`config.mk`:
```
export PLATFORM = sky130hd
export DESIGN_NAME = rc4_decode
export DESIGN_NICKNAME = d
export VERILOG_FILES = /design/src/rtl/rc4_decode.sv
export SDC_FILE = /design/constraint.sdc
export NUM_CORES = 1
export LEC_CHECK = 0
export CELL_PAD_IN_SITES_DETAIL_PLACEMENT = 1
export CELL_PAD_IN_SITES_GLOBAL_PLACEMENT = 1
export CORE_ASPECT_RATIO = 2
export CORE_MARGIN = 2
export CORE_UTILIZATION = 44
export DETAILED_ROUTE_END_ITERATION = 7
export PLACE_DENSITY = 0.95
export SKIP_LAST_GASP = 1
export SYNTH_ARGS = -nofsm -noshare
export SYNTH_HDL_FRONTEND = slang
export SYNTH_SLANG_ARGS = --single-unit
```
`constraint.sdc`:
```
create_clock -name clk -period 5.4 [get_ports clk]
set_input_delay 1.08 -clock clk [delete_from_list [all_inputs] [get_ports clk]]
set_output_delay 1.08 -clock clk [all_outputs]
set_load 0.01 [all_outputs]
```
`src/rtl/rc4_decode.sv`:
```
// RC4 PRGA stage: walks the key-scheduled S RAM to produce keystream bytes and
// writes keystream XOR ciphertext into the decrypted RAM, one byte per 11 cycles.
module rc4_decode #(
    parameter int MSG_LEN = 32
) (
    input  logic       clk,
    input  logic       reset,
    input  logic       start,
    output logic [7:0] s_memory_address,
    output logic [7:0] s_memory_data,
    output logic       s_memory_write_enable,
    input  logic [7:0] s_memory_q,
    output logic [4:0] encrypted_memory_address,
    input  logic [7:0] encrypted_memory_q,
    output logic [4:0] decrypted_memory_address,
    output logic [7:0] decrypted_memory_data,
    output logic       decrypted_memory_write_enable,
    output logic       finish
);

    localparam int DATA_W = 8;
    localparam logic [4:0] K_LAST = 5'(MSG_LEN - 1);

    typedef enum logic [3:0] {
        IDLE, INC_I, RD_SI, WT_SI, RD_SJ, WT_SJ,
        WR_SI, WR_SJ, RD_F, WT_F, WR_D, NEXT, DONE
    } state_t;

    state_t state, state_nxt;

    logic [DATA_W-1:0] i, j;
    logic [4:0]        k;
    logic [DATA_W-1:0] si, sj, f, ct;

    // Control state: the only registers that reset needs to touch.
    always_ff @(posedge clk) begin
        if (reset) begin
            state <= IDLE;
            i     <= '0;
            j     <= '0;
            k     <= '0;
        end else begin
            state <= state_nxt;
            case (state)
                IDLE: begin
                    i <= '0;
                    j <= '0;
                    k <= '0;
                end
                INC_I: i <= i + 8'd1;
                WT_SI: j <= j + s_memory_q;
                NEXT:  if (k != K_LAST) k <= k + 5'd1;
                default: ;
            endcase
        end
    end

    // Datapath captures of synchronous-read memory outputs.
    always_ff @(posedge clk) begin
        case (state)
            WT_SI: si <= s_memory_q;
            WT_SJ: sj <= s_memory_q;
            WT_F: begin
                f  <= s_memory_q;
                ct <= encrypted_memory_q;
            end
            default: ;
        endcase
    end

    always_comb begin
        state_nxt = state;
        case (state)
            IDLE:    if (start) state_nxt = INC_I;
            INC_I:   state_nxt = RD_SI;
            RD_SI:   state_nxt = WT_SI;
            WT_SI:   state_nxt = RD_SJ;
            RD_SJ:   state_nxt = WT_SJ;
            WT_SJ:   state_nxt = WR_SI;
            WR_SI:   state_nxt = WR_SJ;
            WR_SJ:   state_nxt = RD_F;
            RD_F:    state_nxt = WT_F;
            WT_F:    state_nxt = WR_D;
            WR_D:    state_nxt = NEXT;
            NEXT:    state_nxt = (k == K_LAST) ? DONE : INC_I;
            DONE:    if (!start) state_nxt = IDLE;
            default: state_nxt = IDLE;
        endcase
    end

    // Moore outputs; when i==j the WR_SJ write lands last and restores si.
    always_comb begin
        s_memory_address              = '0;
        s_memory_data                 = '0;
        s_memory_write_enable         = 1'b0;
        encrypted_memory_address      = '0;
        decrypted_memory_address      = '0;
        decrypted_memory_data         = '0;
        decrypted_memory_write_enable = 1'b0;
        finish                        = 1'b0;
        case (state)
            RD_SI: s_memory_address = i;
            RD_SJ: s_memory_address = j;
            WR_SI: begin
                s_memory_address      = i;
                s_memory_data         = sj;
                s_memory_write_enable = 1'b1;
            end
            WR_SJ: begin
                s_memory_address      = j;
                s_memory_data         = si;
                s_memory_write_enable = 1'b1;
            end
            RD_F: begin
                s_memory_address         = si + sj;
                encrypted_memory_address = k;
            end
            WR_D: begin
                decrypted_memory_address      = k;
                decrypted_memory_data         = f ^ ct;
                decrypted_memory_write_enable = 1'b1;
            end
            DONE: finish = 1'b1;
            default: ;
        endcase
    end

endmodule

```
**Run 1: track usage over the die**

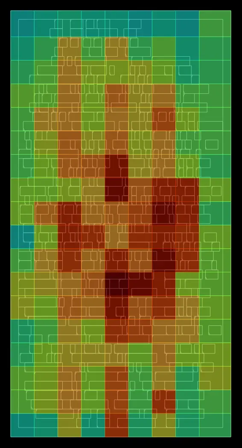
M1 GR Usage: 27.42%
total track usage: 25.42%
layer with the highest usage: met2

**Run 1: port wiring**

The bar under the picture is 20 µm long.
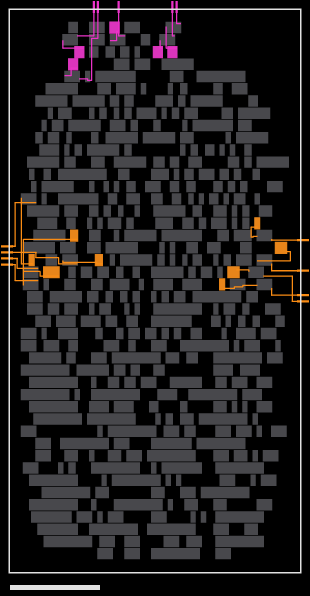
Key: orange = s_memory_address [direction output, edge 4 west, 4 east, end cells 8, buffers 8, wire 167 µm]; magenta = encrypted_memory_address [direction output, edge north, end cells 5, buffers 5, wire 70.0 µm]

**Run 1: placement by cell class**

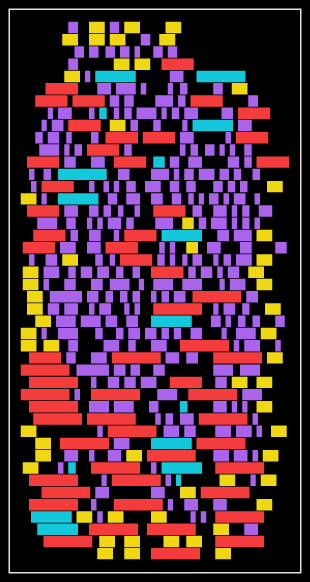
Key: purple = all other logic [cells 259, share of their area 42%]; red = flops [cells 57, share of their area 36%]; cyan = clock drivers and dummy loads [cells 16, share of their area 7.7%]; yellow = other buffers and delay cells [cells 57, share of their area 14%]

==> flow_metrics.tcl, run 1 <==
# place-and-route summary
set metrics [dict create \
    status "complete, no violations" \
    largest_area_cell "edfxtp_1" \
    ys_types 50 \
    final_area_um2 4160 \
    gr-usage-met2_pct 44.18 \
    simple_gate_area_share_pct 21.85 \
    nNonClkBuffers 57 \
    synth_top_flop_cell "edfxtp_1" \
    cp_max_fo 3 \
    swShare_pct 23.19 \
    post-route-util_pct 58.13 \
    yosys-stat-cells 326 \
    cp_num_cells 9 \
    synth_seq_share_pct 45.41 \
    final_cell_mix "clkdlybuf4s50_1 (55), nor2_1 (50), edfxtp_1 (32)" \
    antenna_cells 0 \
    clock_path_buffers 2 \
    use_met3_pct 5.306 \
    io-pin-count 56 \
    ys_ff 57 \
    clock-sinks 57 \
    hold_class "reg -> reg" \
    tritoncts "done" \
    cts_max_level 3 \
    synthAoiAreaFrac_pct 13.53 \
    power_leader "the clock network" \
    synth_xor_xnor_area_share_pct 4.627 \
    async_reset_ff_share_pct 0 \
    rows 44 \
    power.leakage_nw 1.561 \
    startpoint_type "flip-flop" \
    power_frac_seq_pct 40.8 \
    setup_tns_ns 0 \
    p_total_mw 1.187 \
    cts_resized 0 \
    worstMarginPinSlew_ns 0.9478 \
    wl_per_cell_um 20.17 \
    clk_share_pct 7.489 \
    vdd_drop_max_mv 0.4305 \
    crit_family "AND-OR/OR-AND gates" \
    ys_chip_area_um2 3218 \
    layout.nonclk_buf_share_pct 13.59 \
    cts_made_buffers 9 \
    hp-start "k[4]" \
    ys_sh_adder_pct 7.854 \
    num_tap_cells 92 \
    switching_power_uw 275.1 \
    wirelength_um 9700 \
    wl_met2_um 5124 \
]
==> run 2, diff against run 1 <==
--- a/config.mk
+++ b/config.mk
@@ -9,9 +9,9 @@
 export CELL_PAD_IN_SITES_GLOBAL_PLACEMENT = 1
 export CORE_ASPECT_RATIO = 2
 export CORE_MARGIN = 2
-export CORE_UTILIZATION = 44
+export CORE_UTILIZATION = 37
 export DETAILED_ROUTE_END_ITERATION = 7
-export PLACE_DENSITY = 0.95
+export PLACE_DENSITY = 0.86
 export SKIP_LAST_GASP = 1
 export SYNTH_ARGS = -nofsm -noshare
 export SYNTH_HDL_FRONTEND = slang
==> constraint.sdc (replaced) <==
create_clock -name clk -period 3.7 [get_ports clk]
set_input_delay 0.74 -clock clk [delete_from_list [all_inputs] [get_ports clk]]
set_output_delay 0.74 -clock clk [all_outputs]
set_load 0.01 [all_outputs]
**Run 2: placement by cell class**

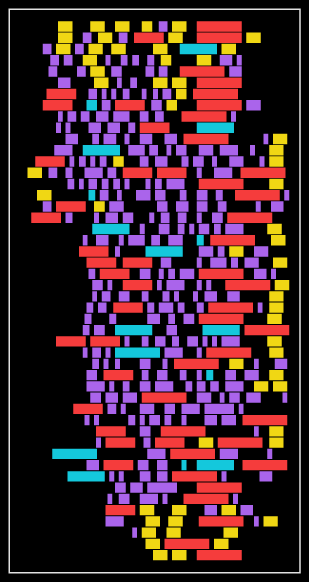
Key: red = flops [cells 57, share of their area 36%]; cyan = clock drivers and dummy loads [cells 16, share of their area 7.6%]; yellow = other buffers and delay cells [cells 61, share of their area 15%]; purple = all other logic [cells 259, share of their area 42%]

**Run 2: cell density map**

The bar under the picture is 20 µm long. The die is cut into 7 by 14 equal tiles; black is low, pale yellow is high, 0 to 100% covered.
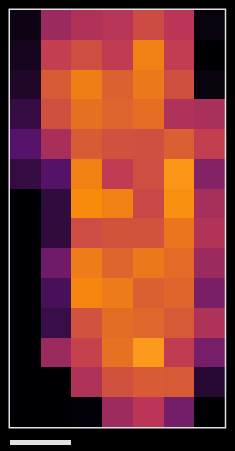
The mean over all tiles is 43%. The emptiest ninth of the die: south-west. 13% of the tiles are nearly empty. 3.1% of the tiles are over 75% full. The fullest tile reaches 78%.

**Run 2: PDN straps and rails**

The bar under the picture is 20 µm long. Pins as bars on the die edge.
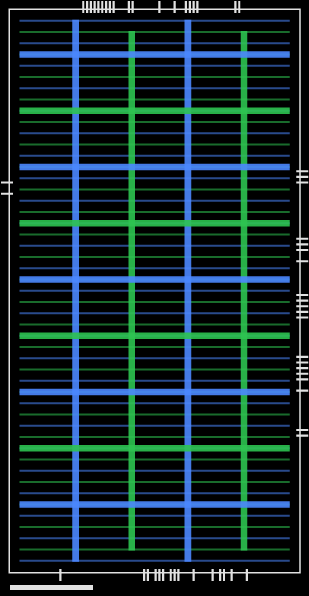
Key: green = VDD; blue = VSS
4 straps on met4. 56 signal pins sit on the boundary.

==> run 2 against run 1 <==
  * Die size increased by 18%
  * Hold slack improved by 0.028 ns
  * Setup slack got worse by 1.2 ns
  * Via count decreased by 2.4%
  * Flip-flop count unchanged
  * Clock power increased by 46%
  * Sequential power increased by 44%
  * Utilization decreased by 8.9 points
  * Combinational power increased by 55%
  * Cell area increased by 0.96%
  * Largest cell class unchanged
  * Largest power group unchanged
  * Highest routed layer unchanged
==> flow_metrics.tcl, run 2 <==
# place-and-route summary
set metrics [dict create \
    worstMarginPinSlew_ns 0.6284 \
    num_tap_cells 100 \
    io-pin-count 56 \
    use_met3_pct 3.855 \
    cts_made_buffers 9 \
    synth_seq_share_pct 45.41 \
    synth_top_flop_cell "edfxtp_1" \
    hold_class "reg -> reg" \
    nNonClkBuffers 61 \
    cts_resized 0 \
    clkPwrFrac_pct 50.4 \
    grt_use_total_pct 21.31 \
    p_total_mw 1.736 \
    switching_power_uw 404.1 \
    gr-usage-met2_pct 42.17 \
    hold_viol_final 0 \
    clk_share_pct 7.417 \
    final_area_um2 4200 \
    post-route-util_pct 49.25 \
    ys_ff 57 \
    status "complete, no violations" \
    layout.nonclk_buf_share_pct 14.18 \
    clock-sinks 57 \
    synthAoiAreaFrac_pct 13.53 \
    swShare_pct 23.28 \
    cp_num_cells 9 \
    wl_per_cell_um 19.16 \
    clock_path_buffers 2 \
    async_reset_ff_share_pct 0 \
    use_met1_pct 19.49 \
    comb_area_share_pct 39.56 \
    largest_area_cell "edfxtp_1" \
    antenna_cells 0 \
    vdd_drop_max_mv 0.2699 \
    yosys-stat-cells 326 \
    startpoint_type "flip-flop" \
    setup_tns_ns 0 \
    ys_types 50 \
    cp_max_fo 3 \
    drtAntennaViolNets 0 \
    rows 48 \
    power_frac_seq_pct 40.2 \
    final_cell_mix "clkdlybuf4s50_1 (55), nor2_1 (50), edfxtp_1 (32)" \
    power.leakage_nw 1.582 \
    wirelength_um 9448 \
    tritoncts "done" \
    hp-start "k[4]" \
    cts_max_level 3 \
]
Power figures rest on the tool's default switching activity, not on a simulated workload.
